===== config.mk =====
export PLATFORM = sky130hd
export DESIGN_NAME = ram_6kx32_wb_port
export DESIGN_NICKNAME = d
export VERILOG_FILES = /design/src/rtl/ram_wb_pkg.sv /design/src/rtl/ram_wb_addr_dec.sv /design/src/rtl/ram_6kx32_wb_port.sv
export SDC_FILE = /design/constraint.sdc
export NUM_CORES = 1
export LEC_CHECK = 0
export ABC_AREA = 1
export CORE_MARGIN = 4
export CORE_UTILIZATION = 39
export CTS_CLUSTER_SIZE = 30
export DETAILED_ROUTE_END_ITERATION = 12
export PLACE_DENSITY = 0.81
export SKIP_CTS_REPAIR_TIMING = 1
export SLEW_MARGIN = 10
export SYNTH_ARGS = -nofsm -noshare
export SYNTH_HDL_FRONTEND = slang
export SYNTH_SLANG_ARGS = --single-unit

===== constraint.sdc =====
create_clock -name CLK -period 1.8 [get_ports CLK]
set_input_delay 0.36 -clock CLK [delete_from_list [all_inputs] [get_ports CLK]]
set_output_delay 0.36 -clock CLK [all_outputs]
set_load 0.02 [all_outputs]

===== src/rtl/ram_wb_pkg.sv =====
// Shared types and constants for the Wishbone front end of the 6Kx32 RAM.
package ram_wb_pkg;

    // Word-address width of the RAM macro (8K word address space, 6K populated).
    localparam int RAM_AW = 13;

    // Default number of implemented 32-bit words.
    localparam int unsigned WORDS_DEFAULT = 6144;

    // Byte span of the decoded window: one word address space of RAM_AW bits.
    localparam int WIN_LSB = RAM_AW + 2;

    // Bus-cycle sequencer states.
    typedef enum logic [1:0] {
        IDLE    = 2'd0,
        ACCESS  = 2'd1,
        CAPTURE = 2'd2,
        RESP    = 2'd3
    } state_t;

    // Byte-lane write strobes actually sent to the RAM: reads never strobe.
    function automatic logic [3:0] lane_strobes(input logic we, input logic [3:0] sel);
        return we ? sel : 4'h0;
    endfunction

endpackage


===== src/rtl/ram_wb_addr_dec.sv =====
// Combinational address decode: window match and in-range word index.
module ram_wb_addr_dec
    import ram_wb_pkg::*;
#(
    parameter logic [31:0] BASE_ADDR = 32'h3000_0000,
    parameter int unsigned WORDS     = WORDS_DEFAULT
) (
    input  logic [31:0]       i_adr,
    output logic              o_hit,
    output logic [RAM_AW-1:0] o_idx
);

    logic        w_win_match;
    logic        w_in_range;
    logic        w_unused_lsb;

    // Byte offset inside a word carries no meaning for a 32-bit RAM.
    assign w_unused_lsb = ^i_adr[1:0];

    assign o_idx       = i_adr[WIN_LSB-1:2];
    assign w_win_match = (i_adr[31:WIN_LSB] == BASE_ADDR[31:WIN_LSB]);
    // The window spans 8K words but only WORDS of them exist.
    assign w_in_range  = ({{(32-RAM_AW){1'b0}}, o_idx} < 32'(WORDS));
    assign o_hit       = w_win_match && w_in_range;

endmodule


===== src/rtl/ram_6kx32_wb_port.sv =====
// Wishbone-classic slave in front of the 6Kx32 DFFRAM: one enable pulse per
// access, registered RAM-side signals, registered single-cycle ack/err.
module ram_6kx32_wb_port
    import ram_wb_pkg::*;
#(
    parameter logic [31:0] BASE_ADDR = 32'h3000_0000,
    parameter int unsigned WORDS     = WORDS_DEFAULT
) (
    input  logic              CLK,
    input  logic              RSTn,
    input  logic              wb_cyc_i,
    input  logic              wb_stb_i,
    input  logic              wb_we_i,
    input  logic [3:0]        wb_sel_i,
    input  logic [31:0]       wb_adr_i,
    input  logic [31:0]       wb_dat_i,
    output logic [31:0]       wb_dat_o,
    output logic              wb_ack_o,
    output logic              wb_err_o,
    output logic              ram_en,
    output logic [3:0]        ram_we,
    output logic [RAM_AW-1:0] ram_a,
    output logic [31:0]       ram_di,
    input  logic [31:0]       ram_do
);

    state_t              r_state;
    state_t              w_state_next;
    logic                r_wr_op;
    logic                w_wr_op_next;
    logic                r_ram_en;
    logic                w_ram_en_next;
    logic [3:0]          r_ram_we;
    logic [3:0]          w_ram_we_next;
    logic [RAM_AW-1:0]   r_ram_a;
    logic [RAM_AW-1:0]   w_ram_a_next;
    logic [31:0]         r_ram_di;
    logic [31:0]         w_ram_di_next;
    logic [31:0]         r_dat_o;
    logic [31:0]         w_dat_o_next;
    logic                r_ack;
    logic                w_ack_next;
    logic                r_err;
    logic                w_err_next;

    logic                w_req;
    logic                w_hit;
    logic [RAM_AW-1:0]   w_idx;

    assign w_req = wb_cyc_i && wb_stb_i;

    ram_wb_addr_dec #(
        .BASE_ADDR (BASE_ADDR),
        .WORDS     (WORDS)
    ) u_dec (
        .i_adr (wb_adr_i),
        .o_hit (w_hit),
        .o_idx (w_idx)
    );

    // Next-state and next-output decode; enable/strobes and ack/err default
    // low so each is a single-cycle pulse, address/data/read value hold.
    always_comb begin
        w_state_next  = r_state;
        w_wr_op_next  = r_wr_op;
        w_ram_en_next = 1'b0;
        w_ram_we_next = 4'h0;
        w_ram_a_next  = r_ram_a;
        w_ram_di_next = r_ram_di;
        w_dat_o_next  = r_dat_o;
        w_ack_next    = 1'b0;
        w_err_next    = 1'b0;

        unique case (r_state)
            IDLE: begin
                if (w_req) begin
                    if (w_hit) begin
                        w_ram_en_next = 1'b1;
                        w_ram_we_next = lane_strobes(wb_we_i, wb_sel_i);
                        w_ram_a_next  = w_idx;
                        w_ram_di_next = wb_dat_i;
                        w_wr_op_next  = wb_we_i;
                        w_state_next  = ACCESS;
                    end else begin
                        w_err_next    = 1'b1;
                        w_state_next  = RESP;
                    end
                end
            end
            ACCESS: begin
                // The RAM commits at the closing edge of this cycle whether
                // or not the master is still there; only the reply is dropped.
                if (!wb_cyc_i) begin
                    w_state_next = IDLE;
                end else if (r_wr_op) begin
                    w_ack_next   = 1'b1;
                    w_state_next = RESP;
                end else begin
                    w_state_next = CAPTURE;
                end
            end
            CAPTURE: begin
                if (!wb_cyc_i) begin
                    w_state_next = IDLE;
                end else begin
                    w_dat_o_next = ram_do;
                    w_ack_next   = 1'b1;
                    w_state_next = RESP;
                end
            end
            RESP: begin
                w_state_next = IDLE;
            end
            default: begin
                w_state_next = IDLE;
            end
        endcase
    end

    // State and output registers with synchronous active-low reset.
    always_ff @(posedge CLK) begin
        if (!RSTn) begin
            r_state  <= IDLE;
            r_wr_op  <= 1'b0;
            r_ram_en <= 1'b0;
            r_ram_we <= 4'h0;
            r_ram_a  <= '0;
            r_ram_di <= '0;
            r_dat_o  <= '0;
            r_ack    <= 1'b0;
            r_err    <= 1'b0;
        end else begin
            r_state  <= w_state_next;
            r_wr_op  <= w_wr_op_next;
            r_ram_en <= w_ram_en_next;
            r_ram_we <= w_ram_we_next;
            r_ram_a  <= w_ram_a_next;
            r_ram_di <= w_ram_di_next;
            r_dat_o  <= w_dat_o_next;
            r_ack    <= w_ack_next;
            r_err    <= w_err_next;
        end
    end

    assign ram_en   = r_ram_en;
    assign ram_we   = r_ram_we;
    assign ram_a    = r_ram_a;
    assign ram_di   = r_ram_di;
    assign wb_dat_o = r_dat_o;
    assign wb_ack_o = r_ack;
    assign wb_err_o = r_err;

endmodule


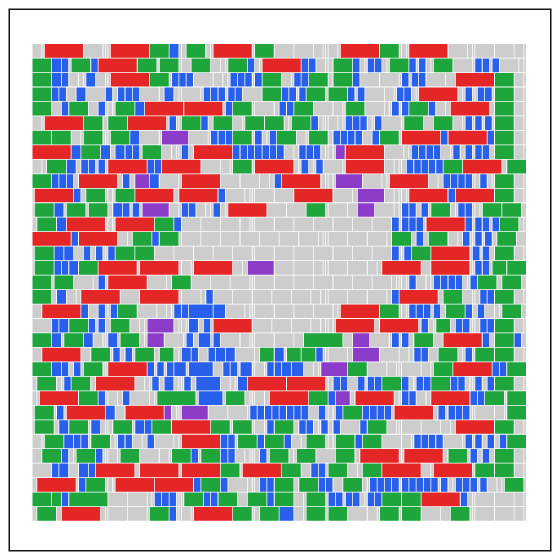
cell_classes.png
Fill, decap, tap and diode cells in gray.
red -> flip-flops  # cells 87
purple -> clock drivers and dummy loads  # cells 16
blue -> all other logic  # cells 380
green -> other buffers and delay cells  # cells 195

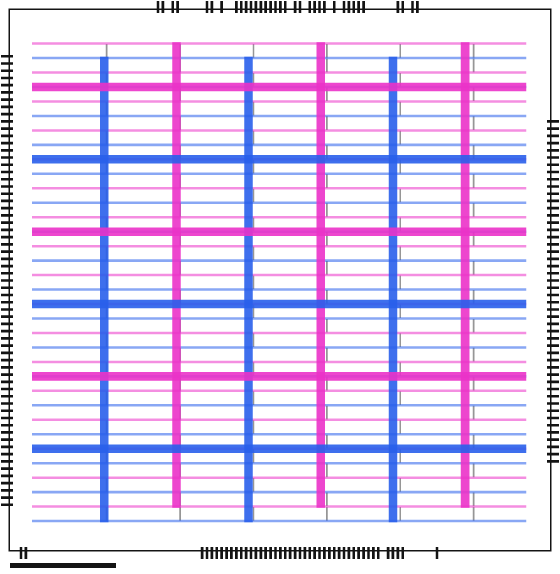
pdn.png
Bar = 20 um. Pins as bars on the die edge. Tap cells in gray.
magenta -> VDD
blue -> VSS
signal pins = 189
tap cells = 105
met4 straps = 6
met1 rails = 34

==> run summary <==
Implementation results.

The flow ran to the end, and the final reports show no timing, DRC or antenna violations. Per the detail_route report, the via count comes to 3,424. The number of rows in the core area is 33. For this design the static power due to leakage is 2.48 nW.

The depth of the most critical reg-to-reg path is 9. Summed over all nets, the half-perimeter wirelength after detailed placement is 7.08 mm. The number of antenna violations at the first check in global routing was 0. Summing all placed instances gives a cell area of 0.00536 mm^2. The met3 demand-to-capacity share in global routing is between 8 and 9%. Counting the inverters off the clock network in the layout gives between 50 and 60. The overall die size recorded for this design is 0.0103 mm^2.

The clock skew is 0.00947 ns. The CTS H-tree depth is 3. The required time of the critical path is 1.44 ns. The global route stage reports its total congestion overflow as 0. Per the synth stats, the flop cell with the highest instance count is sky130_fd_sc_hd__dfxtp_1. The cell-internal power is 3.24 mW. The reported sequential group power is 2.17 mW.

The switching power share of the total is between 30% and 40%. The core utilization before placement is between 40% and 50%. The core outline area is 0.00834 mm^2.
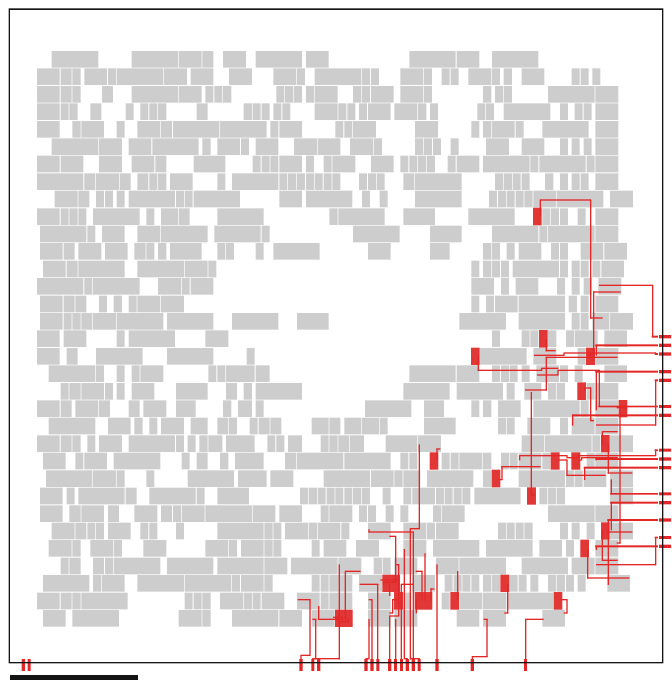
port_nets.png
Bar = 20 um.
red -> wb_adr_i  # bits 32, direction input, end cells 23, buffers 32, wire 705 um

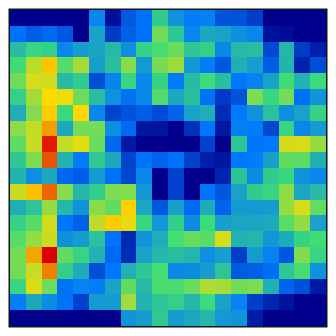
wire_density.png
20 x 20 tiles, from dark blue (low) to red (high), scaled to the fullest tile. Values are wire area over tile area, all layers added.
fullest tile = 0.43
densest ninth of the die = left middle
mean over tiles = 0.15
emptiest ninth of the die = middle

Power and IR drop assume default switching activity.
